$ cat src/rtl/logic_unit_pipe.sv
// Op-selected bitwise unit feeding a DEPTH-entry result FIFO with valid/ready handshakes.
// Optional feature: define REDUCE_EN to store and present {^y, |y, &y} per entry on red.
module logic_unit_pipe #(
    parameter int WIDTH = 8,
    parameter int DEPTH = 2,
    parameter int CNT_W = 8
) (
    input  logic             clk,
    input  logic             rst,
    input  logic             in_valid,
    output logic             in_ready,
    input  logic [WIDTH-1:0] a,
    input  logic [WIDTH-1:0] b,
    input  logic [2:0]       op,
    output logic             out_valid,
    input  logic             out_ready,
    output logic [WIDTH-1:0] y,
    output logic             zero,
    output logic [2:0]       red,
    output logic [CNT_W-1:0] done_cnt
);

    localparam int PTR_W = (DEPTH > 1) ? $clog2(DEPTH) : 1;
    localparam logic [PTR_W:0] FULL_CNT = (PTR_W + 1)'(DEPTH);

    logic [WIDTH-1:0] res;
    logic             push;
    logic             pop;

    logic [WIDTH-1:0] mem_y_q [DEPTH];
    logic [WIDTH-1:0] mem_y_d [DEPTH];
    logic             mem_z_q [DEPTH];
    logic             mem_z_d [DEPTH];
    logic [PTR_W-1:0] wr_ptr_q, wr_ptr_d;
    logic [PTR_W-1:0] rd_ptr_q, rd_ptr_d;
    logic [PTR_W:0]   count_q, count_d;
    logic [CNT_W-1:0] done_cnt_q, done_cnt_d;

    always_comb begin
        res = '0;
        case (op)
            3'b000: res = a & b;
            3'b001: res = a | b;
            3'b010: res = a ^ b;
            3'b011: res = ~(a ^ b);
            3'b100: res = ~(a & b);
            3'b101: res = ~(a | b);
            3'b110: res = ~a;
            3'b111: res = a;
            default: res = '0;
        endcase
    end

    // Handshake flags come only from registered count; in_ready is held low during reset.
    assign out_valid = (count_q != '0);
    assign in_ready  = (count_q != FULL_CNT) & ~rst;
    assign push      = in_valid & in_ready;
    assign pop       = out_valid & out_ready;

    always_comb begin
        mem_y_d    = mem_y_q;
        mem_z_d    = mem_z_q;
        wr_ptr_d   = wr_ptr_q;
        rd_ptr_d   = rd_ptr_q;
        count_d    = count_q;
        done_cnt_d = done_cnt_q;
        if (push) begin
            mem_y_d[wr_ptr_q] = res;
            mem_z_d[wr_ptr_q] = (res == '0);
            wr_ptr_d          = wr_ptr_q + PTR_W'(1);
        end
        if (pop) begin
            rd_ptr_d   = rd_ptr_q + PTR_W'(1);
            done_cnt_d = done_cnt_q + CNT_W'(1);
        end
        case ({push, pop})
            2'b10:   count_d = count_q + (PTR_W + 1)'(1);
            2'b01:   count_d = count_q - (PTR_W + 1)'(1);
            default: count_d = count_q;
        endcase
    end

    always_ff @(posedge clk or posedge rst) begin
        if (rst) begin
            mem_y_q    <= '{default: '0};
            mem_z_q    <= '{default: 1'b1};
            wr_ptr_q   <= '0;
            rd_ptr_q   <= '0;
            count_q    <= '0;
            done_cnt_q <= '0;
        end else begin
            mem_y_q    <= mem_y_d;
            mem_z_q    <= mem_z_d;
            wr_ptr_q   <= wr_ptr_d;
            rd_ptr_q   <= rd_ptr_d;
            count_q    <= count_d;
            done_cnt_q <= done_cnt_d;
        end
    end

    // Head entry is read directly; when empty it simply shows a stale slot.
    assign y        = mem_y_q[rd_ptr_q];
    assign zero     = mem_z_q[rd_ptr_q];
    assign done_cnt = done_cnt_q;

`ifdef REDUCE_EN
    logic [2:0] mem_r_q [DEPTH];
    logic [2:0] mem_r_d [DEPTH];

    always_comb begin
        mem_r_d = mem_r_q;
        if (push) begin
            mem_r_d[wr_ptr_q] = {^res, |res, &res};
        end
    end

    always_ff @(posedge clk or posedge rst) begin
        if (rst) begin
            mem_r_q <= '{default: '0};
        end else begin
            mem_r_q <= mem_r_d;
        end
    end

    assign red = mem_r_q[rd_ptr_q];
`else
    assign red = 3'b000;
`endif

endmodule

$ cat config.mk
export PLATFORM = sky130hd
export DESIGN_NAME = logic_unit_pipe
export DESIGN_NICKNAME = d
export VERILOG_FILES = /design/src/rtl/logic_unit_pipe.sv
export SDC_FILE = /design/constraint.sdc
export NUM_CORES = 1
export LEC_CHECK = 0
export ABC_CLOCK_PERIOD_IN_PS = 1900
export CORE_UTILIZATION = 52
export CTS_CLUSTER_SIZE = 16
export DETAILED_ROUTE_END_ITERATION = 8
export PLACE_DENSITY = 0.9
export SLEW_MARGIN = 30
export SYNTH_ARGS = -nofsm -noshare
export SYNTH_HDL_FRONTEND = slang
export SYNTH_SLANG_ARGS = --single-unit
$ cat constraint.sdc
create_clock -name clk -period 1.9 [get_ports clk]
set_input_delay 0.57 -clock clk [delete_from_list [all_inputs] [get_ports clk]]
set_output_delay 0.57 -clock clk [all_outputs]
set_load 0.05 [all_outputs]
==> run_1/layer_met1.png <==
Drawn at 8 px/um. Supply wires on this layer in grey.
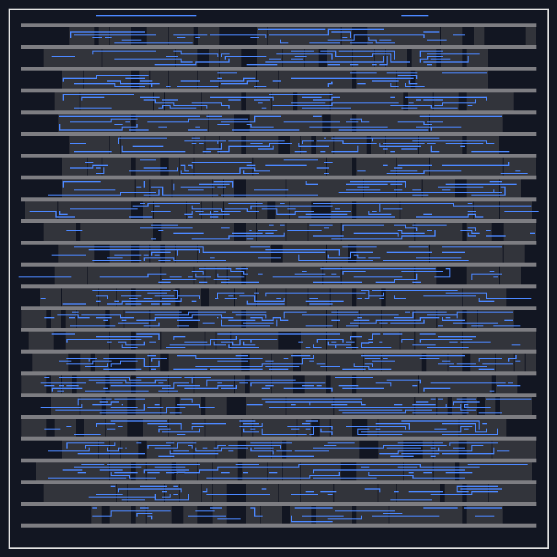
wire length on this layer	2940 um
longest straight run	23.9 um
share of all routed wire	39%
nets with wire on the layer	331

==> run_1/layer_met2.png <==
Drawn at 8 px/um.
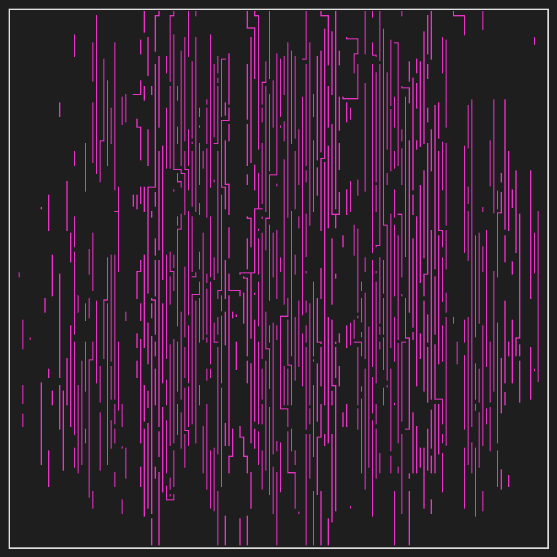
longest straight run	40.8 um
nets with wire on the layer	336
wire length on this layer	3750 um
share of all routed wire	50%
main direction	vertical

==> ci_impl_report.md, run 1 <==
## Implementation flow summary

| Metric | Value |
|---|---|
| R2R cell count | 7 |
| Crit path buf inv count | 2 |
| Period minus WS final | 2067 ps |
| Worst Hold End | done_cnt[7]$_DFFE_PP0P_ |
| Tapcell count | ~50 |
| Cycle use final | 108.8% |
| Floorplan Utilization | a little over half |
| Vias/cell | between 5 and 6 |
| Drt first-iter violations | about 180 |
| DRC | 0 |
| Slowest CP cell | o32ai_2 |
| Max-Cap Viols | 0 |
| Port bufs | about 41 |
| CTS H-tree depth | 2 |
| Simple Share, Synth | ~14% |
| CTS buffer count | 5 |
| GRT Util Overall | roughly a third |
| Post-CTS Setup Inserts | 7 |
| YS chip area | approximately 0.0022 mm2 |
| DR pass1 iterations | 4 |
| Main flop type | dfrtp_1 |
| FF-to-FF Start | count_q[0]$_DFFE_PP0P_ |
| Final hold slack | 480.6 ps |
| Post-synthesis mux area share | between 10% and 20% |
| #FFs+latches synth | 30 |
| Die W | 67.19 um |
| CP peak stage delay | approximately 350 ps |
| Register share of the cell area | 22.01% |
| Maximum clock path buffer count | 2 |
| Dominant kind of cell | logic gates |
| Final net count | 364 |
| Die Ht | 67.19 um |
| Gate Count Post-Synth | 232 |
| Comb/total area | between 40% and 50% |
| CP Data Required Time | ~2100 ps |
| Failing checks | setup timing |
| Top Layout Cells | buf_4, dfrtp_1, nor2_1 |
| Number of non-clock buffers | roughly 95 |
| Initial antenna violation count | 0 |
| Synth Area per Inst | about 9.5 um2 |
| Placed Area | around 0.0030 mm2 |
| Placed Instances | between 300 and 400 |
| Final Non-Filler Cells | 374 |
| Leak | between 1.5 and 2 nW |
| Final Skew | about 11 ps |
| Detailed Route WL | ~7.5 mm |
| Final Power | between 0.004 and 0.005 W |
| Pre-CTS WS | -935.1 ps |
| CP max FO | 2 |
| Area growth from synthesis to layout | 55.15% |
| Total congestion overflow | 0 |
| Core region area | about 0.0040 mm2 |
| Hold depth | 1 |
| Number of hold violations in the final report | 0 |
| Startpoint types | input pin |
| RSZ-0062 raised after global routing | yes |
| Vias | 2210 |
| FILL cells | approximately 190 |
| Max Freq | around 480 MHz |
| HPWL Detailed | 4.024 mm |
| Hold Crit Start | done_cnt[7]$_DFFE_PP0P_ |
| Final design utilization | 85.09% |
| Gate Area | 0.001568 mm2 |
| Outcome | complete, but fails checks |
| FF-to-FF End | mem_y_q[13]$_DFFE_PP0P_ |
| Final WS setup | -167.3 ps |
| Row count | 23 |
| Worst Path Arrival | between 2000 and 2500 ps |
| Crit end category | flip-flop |
| Sink Count | 30 |
| CP Class | input pin to flip-flop |
| Most flops, register | mem_y_q |
| Slew Limit Fails | 0 |
| Fin area | roughly 0.0034 mm2 |
| Seq share, synth | between 30% and 40% |
| Largest logic family | AND-OR/OR-AND gates |
| Mapped Area | around 0.0022 mm2 |
| Comb gates | 164 |
| Largest net degree at the start of global routing | 31 |
| Adder Share, Synth | roughly a tenth |
| AND-OR/OR-AND Cells, Area Fraction | 14.78% |
| Dominant logic cell type in the layout | buf_4 |
| CTS resizes | 96 |
| Pwr Density | about 1300 mW/mm2 |
| Count of non-CTS inverters in the layout | 27 |
| WL/cell | about 20 um |
| CP most frequent cell | o32ai_2 |
| Layout cells sized above 1 | 54.01% |
| Clkbuf count | 6 |
| ANT cells | 0 |
| Synth cell types | roughly 42 |
| Setup_tns | -720.5 ps |
| Synth async-reset ratio | 100.0% |
| CTS tree | done |
| Vias in the first global route | ~2300 |
| Number of cells in Yosys stat | roughly 230 |
| Die area | approximately 0.0045 mm2 |
| Worst hold path type | flip-flop to flip-flop |
| Seq. cell area | ~750 um2 |
| Reg clk slew, reported paths | 70 ps |
| Max FFs per register | 16 |
| Crit-path cells | buf_8 -> inv_4 -> ha_4 -> and2b_1 -> o32ai_2 -> o32ai_2 -> a21oi_2 -> nor4_4 -> a41o_1 |
| Root buf cell | clkbuf_8 |
| Count of tool warnings | 37 |
| Signal buf overhead | a little under a quarter |
| Xor/xnor share | between 7 and 8% |
| Max IR drop VDD | roughly 0.95 mV |
| Final setup fails | 9 |
| GPL Wtd Cong | ~0.89 |
| CP delay by family, top | AND-OR/OR-AND gates |
| Clk tree area frac | 2.774% |
| Synth warnings | 0 |
| Worst reg2reg setup slack | between 200 and 250 ps |
| Hold Buf Count CTS | 0 |
| Insertion Delay late pin | about 280 ps |
| Flops | 30 |
| Post-synth EDFFs | 0 |
| I/O Pins | between 40 and 50 |
| First-pass GRT wire length | ~11 mm |
| Routed Antenna Nets | 0 |
==> run_1/layer_met3.png <==
Drawn at 8 px/um.
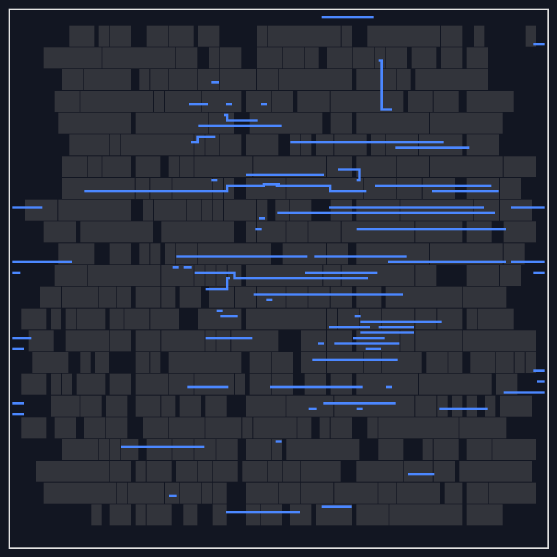
main direction	horizontal
nets with wire on the layer	51
longest straight run	26.9 um
wire length on this layer	446 um

## run 1: power by group
group / switching [W] / leakage [nW] / internal (W)
Sequential: 0.000248 / 0.358 / 0.000924
Clock: 0.000250 / 0.0472 / 0.000291
Combinational: 0.00153 / 1.23 / 0.00110
## run 1: worst max path at each step
stage | start | endpoint | cells past startpoint
3_5_place_dp | b[3] | mem_z_q[1]$_DFFE_PP1P_ | 10
6_report | b[5] | mem_z_q[0]$_DFFE_PP1P_ | 9
5_1_grt | op[0] | mem_z_q[0]$_DFFE_PP1P_ | 8
4_1_cts | b[5] | mem_z_q[1]$_DFFE_PP1P_ | 9
3_3_place_gp | b[3] | mem_z_q[1]$_DFFE_PP1P_ | 10
2_1_floorplan | b[3] | mem_z_q[1]$_DFFE_PP1P_ | 8
## run 1: metal layers
layer	vias to the layer above	track usage [%]	part of all wire, %
met5	-	0	0
li1	974	-	-
met2	97	56.38	50
met3	38	5.912	5.9
met1	1101	39.57	39
met4	0	17.82	5.0
## run 1: cells in the mapped netlist (2+ instances only)
cell	instances	area, um2
dfrtp_1	28	700.7
nand3_1	5	25.02
and2_1	2	12.51
a21oi_1	11	55.05
buf_6	2	22.52
a41o_1	2	20.02
a22oi_1	2	15.01
mux2i_1	3	30.03
or2_1	2	12.51
o32ai_2	4	65.06
a221oi_1	5	43.79
inv_2	5	18.77
nor2b_1	5	31.28
nand2_1	13	48.80
o21ai_0	3	15.01
nor3_1	6	30.03
nor2_1	19	71.32
xnor2_1	10	87.58
buf_4	5	37.54
and2b_1	3	22.52
a21oi_2	2	17.52
clkinv_1	3	11.26
dfstp_2	2	52.55
o32ai_1	6	52.55
mux2_2	18	202.7
xor2_1	9	78.83
inv_1	18	67.56
buf_2	3	15.01
ha_1	18	225.2
clkbuf_1	3	11.26
o21ai_1	4	20.02
--- run 2 (diff from run 1) ---
--- a/config.mk
+++ b/config.mk
@@ -7,7 +7,6 @@
 export LEC_CHECK = 0
 export ABC_CLOCK_PERIOD_IN_PS = 1900
 export CORE_UTILIZATION = 52
-export CTS_CLUSTER_SIZE = 16
 export DETAILED_ROUTE_END_ITERATION = 8
 export PLACE_DENSITY = 0.9
 export SLEW_MARGIN = 30
==> run_2/layer_met2.png <==
Drawn at 8 px/um.
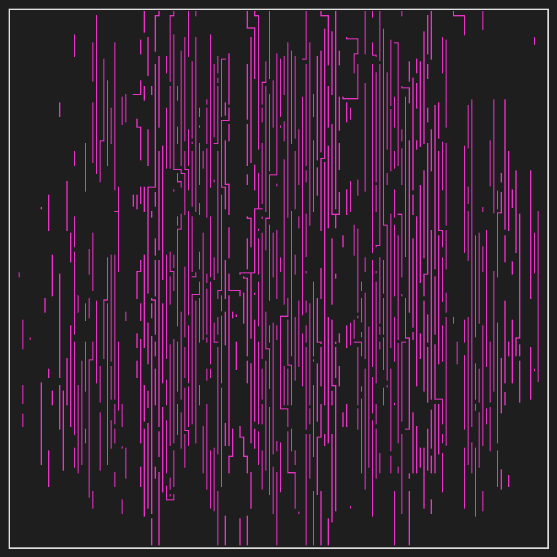
nets with wire on the layer	336
wire length on this layer	3750 um

==> run_2/layer_met1.png <==
Drawn at 8 px/um. Supply wires on this layer in grey.
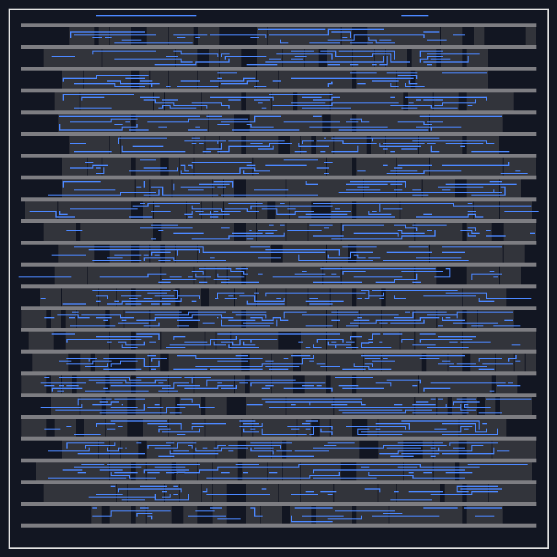
main direction	horizontal
longest straight run	23.9 um
share of all routed wire	39%
wire length on this layer	2940 um

==> run_2/congestion.png <==
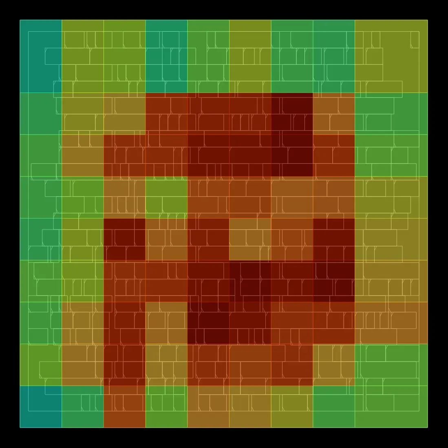
WL/cell: 20.05 um
GRT met3 Usage: 5.912%
Most Crowded Layer GR: met2
GRT Util Overall: 33.18%
GRT met2 Usage: 56.38%

==> run 2 against run 1 <==
Effect of this change: the run still ends with setup timing left; clock-buffer cell count is the same; flip-flop count is the same; global-route usage is the same; final cell count is the same; largest cell class unchanged; highest routed layer unchanged.
==> ci_impl_report.md, run 2 <==
## Implementation flow summary

| Metric | Value |
|---|---|
| Outcome | complete, but fails checks (unchanged) |
| Failing checks | setup timing (unchanged) |
| Leak | 1.637 nW (unchanged) |
| Root buf cell | clkbuf_8 (unchanged) |
| Die area | 0.004514 mm2 (unchanged) |
| Largest logic family | AND-OR/OR-AND gates (unchanged) |
| Port bufs | 41 (unchanged) |
| M1 WL | 2.935 mm (unchanged) |
| Slew Limit Fails | 0 (unchanged) |
| Dominant logic cell type in the layout | buf_4 (unchanged) |
| Post-synth EDFFs | 0 (unchanged) |
| Most frequent cells after synthesis | dfrtp_1, nor2_1, ha_1, inv_1, mux2_2 (unchanged) |
| Synth warnings | 0 (unchanged) |
| Insertion Delay late pin | 280 ps (about the same) |
| Most flops, register | mem_y_q (unchanged) |
| Final net count | 364 (unchanged) |
| Number of hold violations in the final report | 0 (unchanged) |
| Main flop type | dfrtp_1 (unchanged) |
| Total congestion overflow | 0 (unchanged) |
| Pwr Density | 1268 mW/mm2 (unchanged) |
| Period minus WS final | 2067 ps (unchanged) |
| Synth Area per Inst | 9.524 um2 (unchanged) |
| CP max FO | 2 (unchanged) |
| Worst Path Arrival | 2290 ps (about the same) |
| Biggest area cells | dfrtp_1, ha_1, mux2_2 (unchanged) |
| Final WS setup | -167.3 ps (unchanged) |
| CP Data Required Time | 2120 ps (about the same) |
| Die Ht | 67.19 um (unchanged) |
| Final hold slack | 480.6 ps (unchanged) |
| Reg clk slew, reported paths | 70 ps (about the same) |
| CP most frequent cell | o32ai_2 (unchanged) |
| Hold Buf Count CTS | 0 (unchanged) |
| Die W | 67.19 um (unchanged) |
| Final setup fails | 9 (unchanged) |
| Top sig layer | met4 (unchanged) |
| Count of tool warnings | 37 (unchanged) |
| DR pass1 iterations | 4 (unchanged) |
| Synth cell types | 42 (unchanged) |
| Sink Count | 30 (unchanged) |
| CP delay by family, top | AND-OR/OR-AND gates (unchanged) |
| Vias | 2210 (unchanged) |
| Simple Share, Synth | 13.65% (unchanged) |
| YS chip area | 0.002210 mm2 (unchanged) |
| Gate Count Post-Synth | 232 (unchanged) |
| Max IR drop VDD | 0.9487 mV (unchanged) |
| Met3 Wirelength | 445 um (unchanged) |
| Number of cells in Yosys stat | 232 (unchanged) |
| Top Layout Cells | buf_4, dfrtp_1, nor2_1 (unchanged) |
| Vias/cell | 5.909 (unchanged) |
| Maximum clock path buffer count | 2 (unchanged) |
| Max Freq | 483.7 MHz (unchanged) |
| Drt first-iter violations | 175 (unchanged) |
| HPWL Detailed | 4.024 mm (unchanged) |
| CP Class | input pin to flip-flop (unchanged) |
| RSZ-0062 raised after global routing | yes (unchanged) |
| Initial antenna violation count | 0 (unchanged) |
| Max FFs per register | 16 (unchanged) |
| Crit path buf inv count | 2 (unchanged) |
| Adder Share, Synth | 10.19% (unchanged) |
| Crit-path cells | buf_8 -> inv_4 -> ha_4 -> and2b_1 -> o32ai_2 -> o32ai_2 -> a21oi_2 -> nor4_4 -> a41o_1 (unchanged) |
| Startpoint types | input pin (unchanged) |
| Layout cells sized above 1 | 54.01% (unchanged) |
| Most frequent cell after synthesis | dfrtp_1 (unchanged) |
| Crit path launch | b[5] (unchanged) |
| Largest net degree at the start of global routing | 31 (unchanged) |
| Setup_tns | -720.5 ps (unchanged) |
run 2: final timing paths:
path	endpoint	slack (ps)	depth (start not counted)
worst max-delay path	mem_z_q[0]$_DFFE_PP1P_	-170	9
min in group asynchronous	mem_y_q[0]$_DFFE_PP0P_	540	3
max in group asynchronous	mem_z_q[1]$_DFFE_PP1P_	1030	3
worst min-delay path	done_cnt[7]$_DFFE_PP0P_	480	1
worst min register to register	done_cnt[7]$_DFFE_PP0P_	480	1
worst max register to register	mem_y_q[13]$_DFFE_PP0P_	240	7
run 2: area by class of cell:
type | instances | area [um2]
multi-input cells | 164 | 1568
fillers | 192 | 600.6
clock inverters | 2 | 12.51
inverters | 27 | 130.1
repair buffers | 95 | 818.3
flip-flops and latches | 30 | 754.5
clock buffers | 6 | 82.58
well taps | 50 | 62.56
run 2: timing repair:
item | in CTS | in global routing
pin swaps | 31 | 7
resized | 96 | 39
hold endpoints to repair | 0 | 0
setup buffers | 7 | 1
endpoints found under the setup margin | 28 | 21
run 2: metrics by stage:
stage                     power, W  std cells  util (%)  instance area [um2]  setup WS (ps)
after floorplan           0.002662        234         -                 2286         -73.47
after global placement    0.003292        359     74.53                 3003         -811.9
after detailed placement  0.003392        359     74.53                 3003         -935.1
after CTS                 0.004088        374     82.27                 3314         -8.918
after global routing      0.004539        374     85.09                 3428         -247.1
final                     0.004347        374     85.09                 3428         -167.3
run 2: where the power goes:
| group | internal (W) | total (W) | switching [W] |
|---|---|---|---|
| Sequential | 0.000924 | 0.00117 | 0.000248 |
| Combinational | 0.00110 | 0.00264 | 0.00153 |
| Clock | 0.000291 | 0.000540 | 0.000250 |
| Total | 0.00232 | 0.00435 | 0.00203 |
run 2: per-layer routing:
metal	global-route usage, %	up-vias
met5	0	-
li1	-	974
met3	5.912	38
met1	39.57	1101
met4	17.82	0
met2	56.38	97
--- run 3 (diff from run 2) ---
--- a/config.mk
+++ b/config.mk
@@ -9,6 +9,7 @@
 export CORE_UTILIZATION = 52
 export DETAILED_ROUTE_END_ITERATION = 8
 export PLACE_DENSITY = 0.9
+export SETUP_SLACK_MARGIN = 0.4
 export SLEW_MARGIN = 30
 export SYNTH_ARGS = -nofsm -noshare
 export SYNTH_HDL_FRONTEND = slang
==> run 3 against run 2 <==
Effect of this change: the flow now stops in global routing; synthesized area did not move; synthesized cell count unchanged.
==> ci_impl_report.md, run 3 <==
### Flow metrics

| Metric | Value |
|---|---|
| Outcome | aborted with a tool error (was complete, but fails checks) |
| Last stage | global routing |
| First Err | [ERROR GRT-0232] Routing congestion too high. Check the congestion heatmap in the GUI. |
| I/O Pins | 45 (unchanged) |
| Port bufs | 41 (unchanged) |
| Synth Area per Inst | 9.524 um2 (unchanged) |
| CTS H-tree depth | 2 (unchanged) |
| Root buf cell | clkbuf_8 (unchanged) |
| Main flop type | dfrtp_1 (unchanged) |
| Seq share, synth | 34.09% (unchanged) |
| Synth cell types | 42 (unchanged) |
| Post-synth EDFFs | 0 (unchanged) |
| Worst setup endpoint GRT | mem_z_q[0]$_DFFE_PP1P_/D |
| GPL Wtd Cong | 0.8409 (was 0.8925) |
| Biggest area cells | dfrtp_1, ha_1, mux2_2 (unchanged) |
| Total congestion overflow | a little over 100 |
| Floorplan Utilization | 54.84% (unchanged) |
| Synth async-reset ratio | 100.0% (unchanged) |
| Adder Share, Synth | 10.19% (unchanged) |
| HPWL Detailed | 4.222 mm (was 4.024 mm) |
| Synth top area share | 31.71% (unchanged) |
| Most frequent cell after synthesis | dfrtp_1 (unchanged) |
| Xor/xnor share | 7.531% (unchanged) |
| Die W | 67.19 um (unchanged) |
| YS chip area | 0.002210 mm2 (unchanged) |
| Die Ht | 67.19 um (unchanged) |
| Maximum clock path buffer count | 2 (unchanged) |
| GRT Util Overall | around three quarters |
| AND-OR/OR-AND Cells, Area Fraction | 14.78% (unchanged) |
| Number of cells in Yosys stat | 232 (unchanged) |
| Largest logic family | AND-OR/OR-AND gates (unchanged) |
| Row count | 23 (unchanged) |
| Simple Share, Synth | 13.65% (unchanged) |
| Largest net degree at the start of global routing | 31 |
| Synth warnings | 0 (unchanged) |
| Worst EP Category | register data pin |
| Gate Count Post-Synth | 232 (unchanged) |
| Sink Count | 30 (unchanged) |
| Most frequent cells after synthesis | dfrtp_1, nor2_1, ha_1, inv_1, mux2_2 (unchanged) |
| Mapped Area | 0.002210 mm2 (unchanged) |
| #FFs+latches synth | 30 (unchanged) |
| Hold Buf Count CTS | 0 (unchanged) |
| CTS buffer count | 5 (unchanged) |
| Post-synthesis mux area share | 11.04% (unchanged) |
| Dominant cell type by area after synthesis | dfrtp_1 (unchanged) |
run 3: cell counts after synthesis:
Identical to the previous run, type by type.
run 3: cells by family after synthesis:
kind of cell | after synthesis
flip-flops | 30
multiplexers | 22
buffers and inverters | 40
XOR/XNOR | 19
adder cells (fa/ha/maj) | 18
other | 1
AND/OR/NAND/NOR | 60
AND-OR/OR-AND | 42
run 3: layer usage:
| layer | overflow | global-route usage [%] |
|---|---|---|
| met1 | 0 | 71.14 |
| met2 | 43 | 97.63 |
| met3 | 3 | 53.89 |
| met4 | 54 | 96.54 |
| met5 | 1 | 12.50 |
run 3: repair_timing:
action,in CTS
gates cloned,0
resized,142
setup buffers,15
pin swaps,42
setup endpoints to repair,32
run 3: stage by stage:
stage	setup WS, ps	hold WS (ps)	cell area [um2]	std cells
after global placement	-782.4	462.4	3172	364
after floorplan	-73.47	455.8	2449	234
after CTS	-37.78	345.8	3677	387
after detailed placement	-788.2	472.4	3172	364
--- run 4 (diff from run 3) ---
--- a/config.mk
+++ b/config.mk
@@ -6,10 +6,9 @@
 export NUM_CORES = 1
 export LEC_CHECK = 0
 export ABC_CLOCK_PERIOD_IN_PS = 1900
-export CORE_UTILIZATION = 52
+export CORE_UTILIZATION = 40
 export DETAILED_ROUTE_END_ITERATION = 8
-export PLACE_DENSITY = 0.9
-export SETUP_SLACK_MARGIN = 0.4
+export PLACE_DENSITY_LB_ADDON = 0.15
 export SLEW_MARGIN = 30
 export SYNTH_ARGS = -nofsm -noshare
 export SYNTH_HDL_FRONTEND = slang
==> run_4/layer_met4.png <==
Drawn at 4 px/um. Supply wires on this layer in grey.
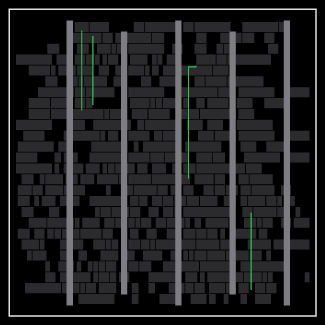
main direction	vertical
share of all routed wire	1.5%
wire length on this layer	85.5 um
longest straight run	27.8 um
nets with wire on the layer	3

==> run_4/layer_met2.png <==
Drawn at 6 px/um.
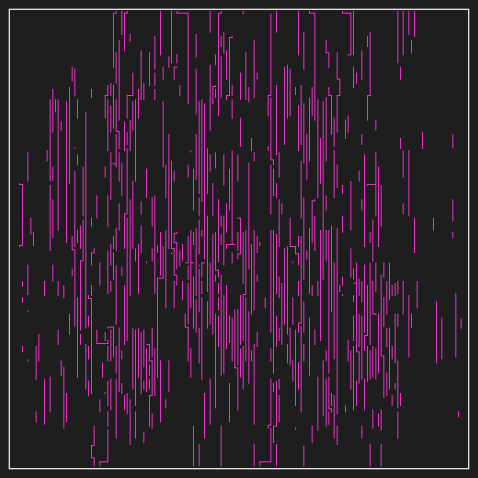
share of all routed wire	52%
longest straight run	36.0 um
nets with wire on the layer	339
wire length on this layer	3050 um

==> run 4 against run 3 <==
Effect of this change: the run now ends with setup timing left; synthesized cell count stayed put; synthesized area stayed put.
==> ci_impl_report.md, run 4 <==
## Implementation flow summary

| Metric | Value |
|---|---|
| FILL cells | approximately 400 |
| #FFs+latches synth | 30 (unchanged) |
| CP most frequent cell | o32ai_2 |
| Root buf cell | clkbuf_8 (unchanged) |
| Top sig layer | met4 |
| Most frequent cells after synthesis | dfrtp_1, nor2_1, ha_1, inv_1, mux2_2 (unchanged) |
| Post-synth EDFFs | 0 (unchanged) |
| Final WS setup | -70.66 ps |
| DRC | 0 |
| Die area | 0.005826 mm2 |
| Total congestion overflow | 0 |
| Setup_tns | -294.4 ps |
| Slowest CP cell | nor4_2 |
| Dominant cell type by area after synthesis | dfrtp_1 (unchanged) |
| Post-synthesis mux area share | 11.04% (unchanged) |
| Die W | 76.33 um (was 67.19 um) |
| CP peak stage delay | 360 ps |
| Most flops, register | mem_y_q |
| Cycle use final | 103.7% |
| Biggest area cells | dfrtp_1, ha_1, mux2_2 (unchanged) |
| CTS buffer count | 5 (unchanged) |
| RSZ-0062 raised after global routing | yes |
| Final hold slack | roughly 470 ps |
| Row count | 26 (was 23) |
| Pwr Density | ~1200 mW/mm2 |
| Failing checks | setup timing |
| Main flop type | dfrtp_1 (unchanged) |
| Slew Limit Fails | 0 |
| Final net count | ~380 |
| Outcome | complete, but fails checks (was aborted with a tool error) |
| Seq share, synth | 34.09% (unchanged) |
| I/O Pins | 45 (unchanged) |
| Synth async-reset ratio | 100.0% (unchanged) |
| CP Data Required Time | 2130 ps |
| CTS H-tree depth | 2 (unchanged) |
| Floorplan Utilization | 42.45% (was 54.84%) |
| AND-OR/OR-AND Cells, Area Fraction | 14.78% (unchanged) |
| Final setup fails | 10 |
| Insertion Delay late pin | roughly 290 ps |
| Leak | approximately 1.7 nW |
| HPWL Detailed | 3.793 mm (was 4.222 mm) |
| Xor/xnor share | 7.531% (unchanged) |
| Maximum clock path buffer count | 2 (unchanged) |
| ANT cells | 0 |
| Synth Area per Inst | 9.524 um2 (unchanged) |
| Max IR drop VDD | just under 1 mV |
| Placed Area | 0.003070 mm2 (was 0.003172 mm2) |
| Largest logic family | AND-OR/OR-AND gates (unchanged) |
| DR pass1 iterations | 4 |
| First-pass GRT wire length | roughly 9.4 mm |
| Vias/cell | 5.074 |
| Period minus WS final | a little under 2000 ps |
| Synth top area share | 31.71% (unchanged) |
| Count of tool warnings | 37 |
| YS chip area | 0.002210 mm2 (unchanged) |
| Final Skew | 7.232 ps |
| Adder Share, Synth | 10.19% (unchanged) |
| Port bufs | 41 (unchanged) |
| Gate Area | 0.001545 mm2 |
| GPL Wtd Cong | 0.7669 (was 0.8409) |
| CP delay by family, top | AND-OR/OR-AND gates |
| Largest net degree at the start of global routing | 20 |
| Crit path buf inv count | 2 |
| Vias in the first global route | a little over 2000 |
| Final Non-Filler Cells | slightly above 400 |
| Crit end category | flip-flop |
| Most Crowded Layer GR | met2 |
| Max-Cap Viols | 0 |
| Max FFs per register | 16 |
| GRT met3 Usage | between 3 and 4% |
| Detailed Route WL | 5.890 mm |
| Met2 routed WL | between 3 and 4 mm |
| Initial antenna violation count | 0 |
| Gate Count Post-Synth | 232 (unchanged) |
| CP Class | input pin to flip-flop |
| Top Layout Cells | buf_4, dfrtp_1, nor2_1 |
| Sink Count | 30 (unchanged) |
| GRT Util Overall | about a fifth |
| Number of hold violations in the final report | 0 |
| CTS tree | done |
| Met1 GRT Util | between 20% and 30% |
| Worst Path Arrival | ~2200 ps |
| Simple Share, Synth | 13.65% (unchanged) |
==> run_4/layer_met3.png <==
Drawn at 8 px/um.
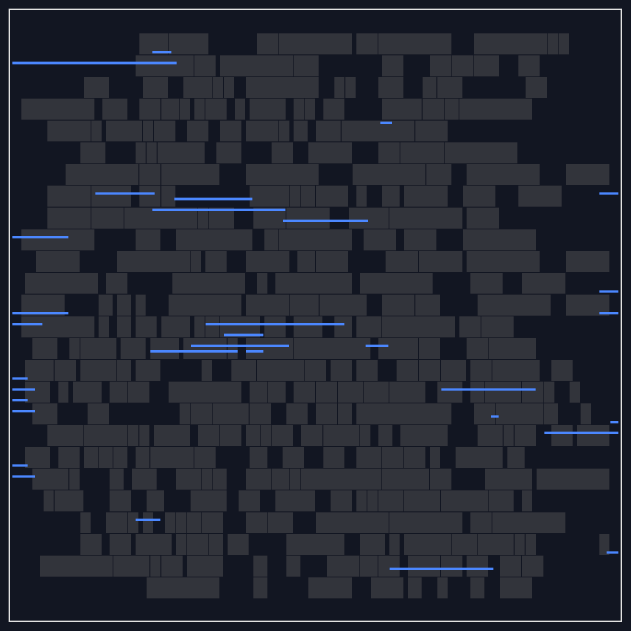
main direction	horizontal
nets with wire on the layer	25
wire length on this layer	189 um

-- run 4: metrics by stage --
stage	utilization, %	total power [W]	setup WS (ps)
5_1_grt	69.09	0.004707	-109.8
3_3_place_gp	58.99	0.003357	-810.5
4_1_cts	65.48	0.004067	-56.33
2_1_floorplan	-	0.002662	-73.47
3_5_place_dp	58.99	0.003398	-875.1
6_report	69.09	0.004472	-70.66
-- run 4: final cells by class --
class	count	area share, %
Sequential cell	30	20.98
Timing Repair Buffer	108	27.70
Inverter	27	3.271
Tap cell	70	2.436
Clock inverter	2	0.3479
Clock buffer	6	2.296
Multi-Input combinational cell	164	42.97
-- run 4: final timing paths --
kind | cells past startpoint | slack (ps) | endpoint
min reg2reg | 1 | 470 | done_cnt[7]$_DFFE_PP0P_
max in group asynchronous | 3 | 1170 | rd_ptr_q$_DFFE_PP0P_
max | 9 | -70 | mem_z_q[0]$_DFFE_PP1P_
min | 3 | 470 | count_q[0]$_DFFE_PP0P_
min in group clk | 1 | 470 | done_cnt[7]$_DFFE_PP0P_
max reg2reg | 6 | 290 | count_q[1]$_DFFE_PP0P_
-- run 4: where the power goes --
group / switching (W) / internal [W] / leakage, nW / total, W
registers: 0.000236 / 0.000924 / 0.358 / 0.00116
clock network: 0.000258 / 0.000291 / 0.0472 / 0.000549
logic: 0.00146 / 0.00130 / 1.34 / 0.00276
-- run 4: worst register-to-register path, stage by stage, from the launching register on --
cell	delay (ps)
dfrtp_1	430
or2_1	260
nand2_1	150
inv_2	70
ha_1	320
nor2_1	140
xor2_1	170
-- run 4: timing repair --
action	4_1_cts	5_1_grt
gates cloned	1	0
resized	71	54
pin swaps	29	20
endpoints found under the setup margin	26	25
buffers inserted	10	5
Power and IR drop assume default switching activity.
